`config.mk`:
```
export PLATFORM = sky130hd
export DESIGN_NAME = cache_arbiter
export DESIGN_NICKNAME = d
export VERILOG_FILES = /design/src/rtl/cache_arbiter.sv
export SDC_FILE = /design/constraint.sdc
export NUM_CORES = 1
export LEC_CHECK = 0
export CAP_MARGIN = 20
export CORE_AREA = 2 2 537 539
export DETAILED_ROUTE_END_ITERATION = 10
export DIE_AREA = 0 0 539 541
export HOLD_SLACK_MARGIN = 0.12
export SLEW_MARGIN = 30
export SYNTH_ARGS = -nofsm -noshare
export SYNTH_HDL_FRONTEND = slang
export SYNTH_SLANG_ARGS = --single-unit
```
`constraint.sdc`:
```
create_clock -name clk -period 3.1 [get_ports clk]
set_input_delay 0.62 -clock clk [delete_from_list [all_inputs] [get_ports clk]]
set_output_delay 0.62 -clock clk [all_outputs]
set_load 0.02 [all_outputs]
```
`src/rtl/cache_arbiter.sv`:
```
// Arbitrates the shared 256-bit memory port between the I-cache miss path and the
// D-cache miss/writeback path; one requester at a time, round-robin on ties.
module cache_arbiter #(
  parameter int unsigned ADDR_W = 32,
  parameter int unsigned LINE_W = 256
) (
  input  logic              clk,
  input  logic              rst,
  // instruction cache
  input  logic              i_read,
  input  logic [ADDR_W-1:0] i_address,
  output logic [LINE_W-1:0] i_rdata,
  output logic              i_resp,
  // data cache
  input  logic              d_read,
  input  logic              d_write,
  input  logic [ADDR_W-1:0] d_address,
  input  logic [LINE_W-1:0] d_wdata,
  output logic [LINE_W-1:0] d_rdata,
  output logic              d_resp,
  // physical memory
  output logic              read,
  output logic              write,
  output logic [ADDR_W-1:0] address,
  output logic [LINE_W-1:0] wdata,
  input  logic              resp,
  input  logic [LINE_W-1:0] rdata
);

  typedef enum logic [1:0] {StIdle, StServeI, StServeD} state_e;

  state_e            state_q, state_d;
  logic              last_d_q, last_d_d;  // high when the most recent tie went to D
  logic              read_q, read_d;
  logic              write_q, write_d;
  logic [ADDR_W-1:0] address_q, address_d;
  logic [LINE_W-1:0] wdata_q, wdata_d;

  logic i_req, d_req, grant_i;

  assign i_req = i_read;
  assign d_req = d_read | d_write;

  always_comb begin
    state_d   = state_q;
    last_d_d  = last_d_q;
    read_d    = read_q;
    write_d   = write_q;
    address_d = address_q;
    wdata_d   = wdata_q;
    grant_i   = 1'b0;
    case (state_q)
      StIdle: begin
        grant_i = i_req & (~d_req | last_d_q);
        // Only a genuine tie moves the round-robin pointer.
        if (i_req && d_req) last_d_d = ~grant_i;
        if (grant_i) begin
          state_d   = StServeI;
          read_d    = 1'b1;
          write_d   = 1'b0;
          address_d = i_address;
        end else if (d_req) begin
          state_d   = StServeD;
          read_d    = d_read & ~d_write;  // write wins a conflicting request
          write_d   = d_write;
          address_d = d_address;
          wdata_d   = d_wdata;
        end
      end
      StServeI, StServeD: begin
        if (resp) begin
          state_d = StIdle;
          read_d  = 1'b0;
          write_d = 1'b0;
        end
      end
      default: begin
        state_d = StIdle;
        read_d  = 1'b0;
        write_d = 1'b0;
      end
    endcase
  end

  always_ff @(posedge clk) begin
    if (rst) begin
      state_q   <= StIdle;
      last_d_q  <= 1'b1;
      read_q    <= 1'b0;
      write_q   <= 1'b0;
      address_q <= '0;
      wdata_q   <= '0;
    end else begin
      state_q   <= state_d;
      last_d_q  <= last_d_d;
      read_q    <= read_d;
      write_q   <= write_d;
      address_q <= address_d;
      wdata_q   <= wdata_d;
    end
  end

  assign read    = read_q;
  assign write   = write_q;
  assign address = address_q;
  assign wdata   = wdata_q;

  assign i_resp  = (state_q == StServeI) & resp;
  assign d_resp  = (state_q == StServeD) & resp;
  assign i_rdata = rdata;
  assign d_rdata = rdata;

endmodule

```
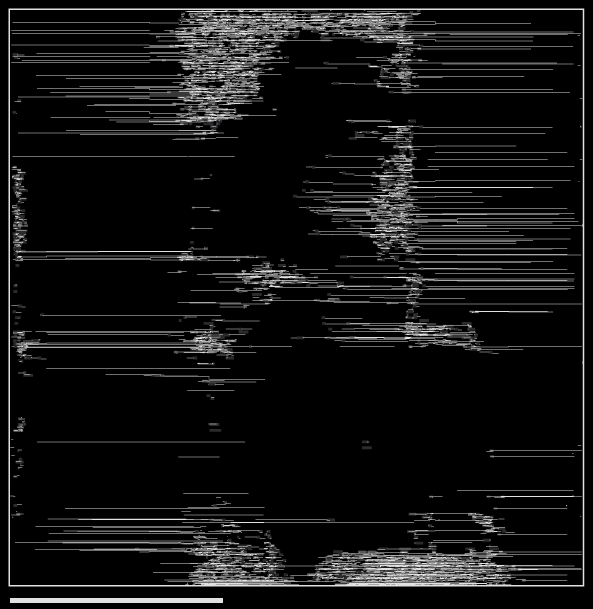
(images/layer_met1.png)
Bar = 200 µm.
nets with wire on the layer: 2166
longest straight run: 207 µm
share of all routed wire: 25%
wire length on this layer: 47.3 mm

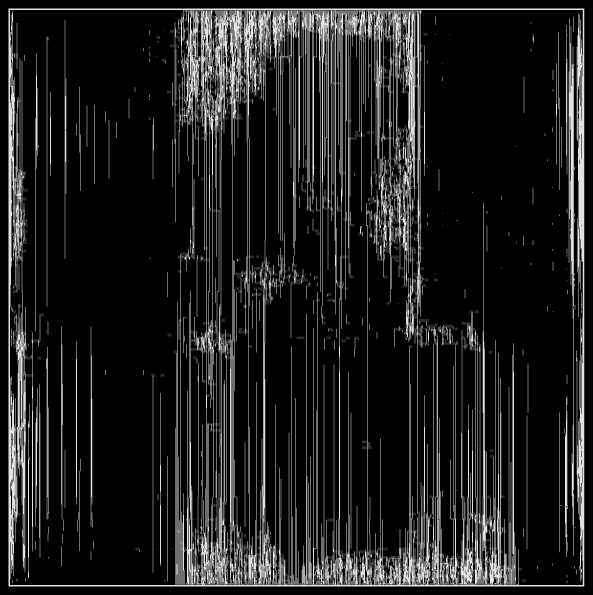
(images/layer_met2.png)
longest straight run: 447 µm
nets with wire on the layer: 2112
share of all routed wire: 41%
wire length on this layer: 79.2 mm
main direction: vertical

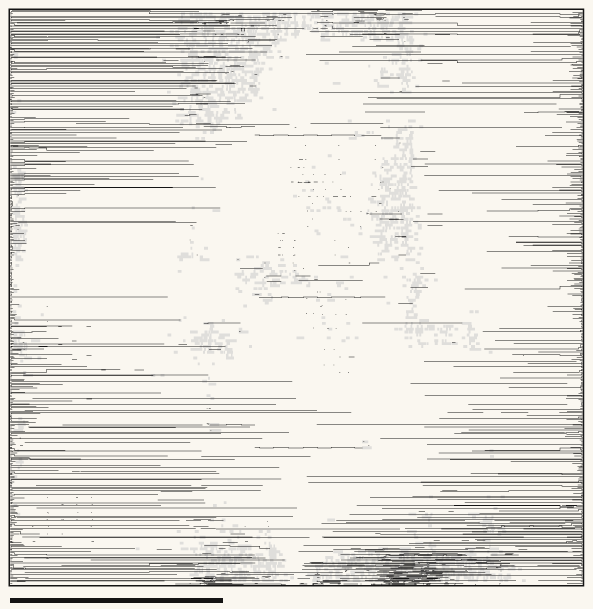
(images/layer_met3.png)
Bar = 200 µm.
nets with wire on the layer: 624
share of all routed wire: 27%
longest straight run: 320 µm
wire length on this layer: 52.0 mm
met3 Usage GRT: 0.1581
vias: 14930
final WL: 191200 µm

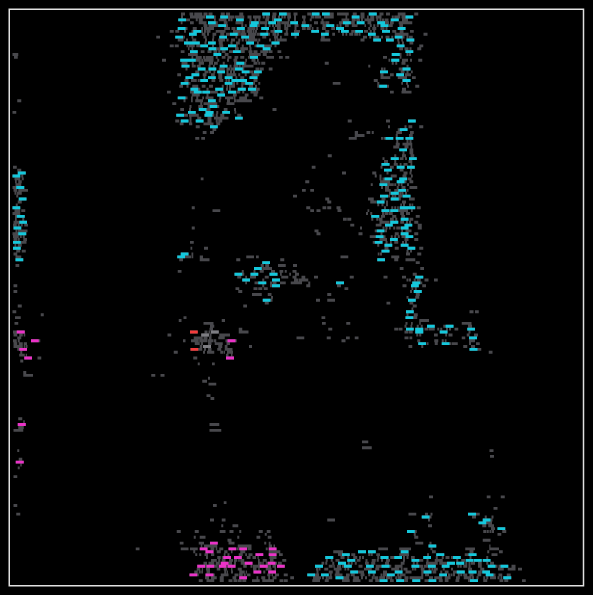
(images/flops_by_reg.png)
| colour | name in the netlist | sequential cells |
|---|---|---|
| red | `state_q` | 2 |
| cyan | `wdata` | 256 |
| magenta | `address` | 32 |
seq pwr: 4.37 mW
flop share of the area: 0.2467
register area: 5866 µm²

==> changes_impl.md <==
### Changed

- Crit path from: address[25]
- Max-cap violations: 0
- Worst EP arrival: slightly below 2 ns
- Hold EP: wdata[17]
- Status: complete, no violations
- Post-Place Worst Slack: between 0.3 and 0.4 ns
- Yosys stat cell total: 1904
- Clock share of power: 0.376
- Max Freq: 384.1 MHz
- Hold Path Class: input pin to flip-flop
- Final Instance Area: 23780 µm²
- Layout fillers: 33480
- Post-synth seq share: 0.3791
- Critical path buffer and inverter count: 1
- Layout cells sized above 1: 0.06755
- Slew Limit Fails: 0
- Routed Antenna Nets: 0
- Met1 Use GR: 0.08975
- Global routing's busiest layer: met2
- Sw Share: 0.3707
- Most instantiated logic cells after routing: clkdlybuf4s50_1 (610), dfxtp_1 (293), nand3_1 (288)
- Die height: 541 µm
- Setup WS post-layout: approximately 0.50 ns
No activity file was given, so power comes from the tool's default toggle rates.
